### config.mk
export PLATFORM = sky130hd
export DESIGN_NAME = uart_rx_core
export DESIGN_NICKNAME = d
export VERILOG_FILES = /design/src/rtl/uart_rx_core.sv
export SDC_FILE = /design/constraint.sdc
export NUM_CORES = 1
export LEC_CHECK = 0
export ABC_CLOCK_PERIOD_IN_PS = 2200
export CAP_MARGIN = 20
export CORE_ASPECT_RATIO = 1.25
export CORE_UTILIZATION = 57
export CTS_BUF_LIST = sky130_fd_sc_hd__clkbuf_4
export DETAILED_ROUTE_END_ITERATION = 10
export HOLD_SLACK_MARGIN = 0.03
export PLACE_DENSITY_LB_ADDON = 0.12
export REMOVE_ABC_BUFFERS = 1
export SLEW_MARGIN = 40
export SYNTH_ARGS = -nofsm -noshare
export SYNTH_HDL_FRONTEND = slang
export SYNTH_SLANG_ARGS = --single-unit
### constraint.sdc
create_clock -name clk -period 2.2 [get_ports clk]
set_input_delay 0.44 -clock clk [delete_from_list [all_inputs] [get_ports clk]]
set_output_delay 0.44 -clock clk [all_outputs]
set_load 0.02 [all_outputs]
### src/rtl/uart_rx_core.sv
// UART receive engine: start-edge detect, mid-bit sampling, LSB-first assembly,
// stop-bit check, and a held output word with ready/framing/overrun flags.
module uart_rx_core #(
    parameter int CLKS_PER_BIT = 10,
    parameter int DATA_BITS    = 8
) (
    input  logic                 clk,
    input  logic                 rst,
    input  logic                 serial_in,
    input  logic                 data_read,
    output logic [DATA_BITS-1:0] rx_data,
    output logic                 data_ready,
    output logic                 framing_error,
    output logic                 overrun_error,
    output logic                 rx_busy
);
    localparam int TW = (CLKS_PER_BIT > 1) ? $clog2(CLKS_PER_BIT) : 1;
    localparam int BW = (DATA_BITS > 1) ? $clog2(DATA_BITS) : 1;
    localparam logic [TW-1:0] T_LAST = TW'(CLKS_PER_BIT - 1);
    localparam logic [TW-1:0] T_HALF = TW'(CLKS_PER_BIT / 2 - 1);
    localparam logic [BW-1:0] B_LAST = BW'(DATA_BITS - 1);

    typedef enum logic [2:0] {
        IDLE  = 3'd0,
        START = 3'd1,
        DATA  = 3'd2,
        STOP  = 3'd3,
        LOAD  = 3'd4
    } state_t;

    state_t                 state_q, state_d;
    logic                   prev_q;
    logic [TW-1:0]          timer_q, timer_d;
    logic [BW-1:0]          bit_q, bit_d;
    logic [DATA_BITS-1:0]   shift_q, shift_d;
    logic                   stop_q, stop_d;
    logic [DATA_BITS-1:0]   rx_data_q, rx_data_d;
    logic                   ready_q, ready_d;
    logic                   ferr_q, ferr_d;
    logic                   over_q, over_d;
    logic                   fall;

    assign fall = prev_q & ~serial_in;

    always_ff @(posedge clk or posedge rst) begin
        if (rst) begin
            state_q   <= IDLE;
            prev_q    <= 1'b1;
            timer_q   <= '0;
            bit_q     <= '0;
            shift_q   <= '0;
            stop_q    <= 1'b1;
            rx_data_q <= '0;
            ready_q   <= 1'b0;
            ferr_q    <= 1'b0;
            over_q    <= 1'b0;
        end else begin
            state_q   <= state_d;
            prev_q    <= serial_in;
            timer_q   <= timer_d;
            bit_q     <= bit_d;
            shift_q   <= shift_d;
            stop_q    <= stop_d;
            rx_data_q <= rx_data_d;
            ready_q   <= ready_d;
            ferr_q    <= ferr_d;
            over_q    <= over_d;
        end
    end

    always_comb begin
        state_d   = state_q;
        timer_d   = timer_q;
        bit_d     = bit_q;
        shift_d   = shift_q;
        stop_d    = stop_q;
        rx_data_d = rx_data_q;
        ready_d   = ready_q;
        ferr_d    = ferr_q;
        over_d    = over_q;

        // Consumer acknowledge; a LOAD in the same cycle overrides below.
        if (ready_q && data_read) begin
            ready_d = 1'b0;
            over_d  = 1'b0;
        end

        case (state_q)
            IDLE: begin
                if (fall) begin
                    state_d = START;
                    timer_d = '0;
                end
            end
            START: begin
                if (timer_q == T_HALF) begin
                    timer_d = '0;
                    if (!serial_in) begin
                        state_d = DATA;
                        bit_d   = '0;
                    end else begin
                        state_d = IDLE;
                    end
                end else begin
                    timer_d = timer_q + TW'(1);
                end
            end
            DATA: begin
                if (timer_q == T_LAST) begin
                    timer_d = '0;
                    shift_d = {serial_in, shift_q[DATA_BITS-1:1]};
                    if (bit_q == B_LAST) state_d = STOP;
                    else                 bit_d   = bit_q + BW'(1);
                end else begin
                    timer_d = timer_q + TW'(1);
                end
            end
            STOP: begin
                if (timer_q == T_LAST) begin
                    timer_d = '0;
                    stop_d  = serial_in;
                    state_d = LOAD;
                end else begin
                    timer_d = timer_q + TW'(1);
                end
            end
            LOAD: begin
                rx_data_d = shift_q;
                ready_d   = 1'b1;
                ferr_d    = ~stop_q;
                over_d    = ready_q & ~data_read;
                timer_d   = '0;
                state_d   = fall ? START : IDLE;
            end
            default: state_d = IDLE;
        endcase
    end

    assign rx_data       = rx_data_q;
    assign data_ready    = ready_q;
    assign framing_error = ferr_q;
    assign overrun_error = over_q;
    assign rx_busy       = (state_q != IDLE);
endmodule

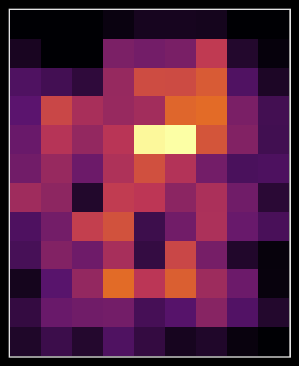
Fig. 1. Wiring heat map.
(6 px per um) 9 x 12 tiles, from black (low) to pale yellow (high), scaled to the fullest tile. Values are wire area over tile area, all layers added.
tiles over half the peak = 16%
mean over tiles = 0.13
fullest tile = 0.45
densest ninth of the die = middle
Wirelength per Cell: 14.1 um
vias: 867
GRT Util Overall: 0.220

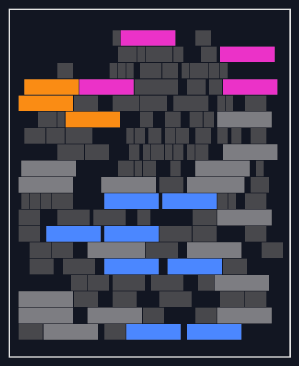
Fig. 2. Sequential cells colored by netlist name.
(6 px per um) Other sequential cells in the stronger gray, the rest of the logic in the fainter gray.
timer_q -> magenta  # placed flops 4
bit_q -> orange  # placed flops 3
shift_q -> blue  # placed flops 8
register area: 778 um2
Seq area share: 0.476
sequential power: 0.000759 W

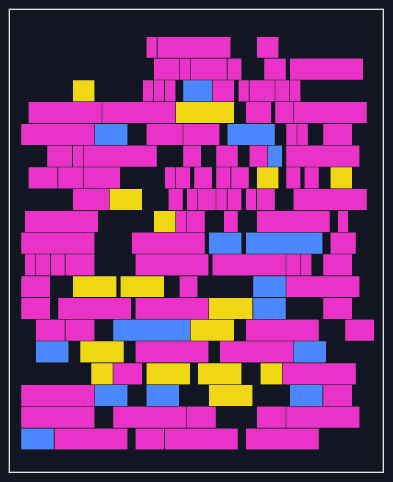
Fig. 3. Sizing map.
(8 px per um)
_3 and _4 cells -> yellow  # cells 16, share 12%, most used mux2_4
_0 and _1 cells -> magenta  # cells 98, share 76%, most used dfrtp_1
_2 cells -> blue  # cells 15, share 12%, most used mux2_2
Synth-to-Final Area Change: 15.6%
Repair and plain buffers: 16
final instance area: 1640 um2
worst setup margin: 199 ps

==> results.sh <==
# physical design summary
export IMPL_hold_class="register to register"
export IMPL_max_clock_path_buffers=2
export IMPL_grt_max_degree=32
export IMPL_synthDistinctLibCells=32
export IMPL_fin_skew_ps=6.50
export IMPL_io_buffers=15
export IMPL_top_cells_by_area="dfrtp_1 51%, mux2_4 8.5%, mux2_2 8.0%, ha_1 4.4%, dfstp_2 3.7%"
export IMPL_finalNonFillerCells=160
export IMPL_yosys_stat_area_um2=1420
export IMPL_period_used=0.909
export IMPL_yosys_warnings=0
export IMPL_muxShareOfSynthArea=0.172
export IMPL_setup_tns_ps=0
export IMPL_cp_num_cells=2
export IMPL_ys_top_cells_by_count="29 x dfrtp_1, 10 x mux2_2, 8 x mux2_4"
export IMPL_fill_cells=175
export IMPL_clockBufferCount=5
export IMPL_place_gp_congestion=0.787
export IMPL_end_kind="output port"
export IMPL_ys_sh_simple=0.125
export IMPL_ant_nets=0
export IMPL_r2r_cells=5
export IMPL_fa_ha_area_frac=0.0442
export IMPL_die_h_um=57.7
export IMPL_post_cts_setup_buffer_count=0
export IMPL_crit_path_start="state_q[1]"
export IMPL_cpPeakStageDelay_ps=470
export IMPL_dominant_cell_class="registers"
export IMPL_worstHoldStart="framing_error"
export IMPL_numSynthFlops=31
export IMPL_rr_startpoint="timer_q[1]"
export IMPL_syn_avg_cell_area_um2=13.0
export IMPL_grt_overflow_total=0
export IMPL_min_path_cells=2
export IMPL_tool_warnings=27
export IMPL_status="complete, no violations"
export IMPL_htree_levels=2
export IMPL_drc=0
export IMPL_die_area_um2=2690
export IMPL_synth_edff_count=0
export IMPL_switching_share=0.337
export IMPL_n_antenna_cell=0
export IMPL_fin_hold_ws_ps=490
export IMPL_crit_family="flip-flops"
export IMPL_logic_area_um2=598
export IMPL_critical_path_class="register to output port"
export IMPL_setup_viol=0
Power figures rest on the tool's default switching activity, not on a simulated workload.
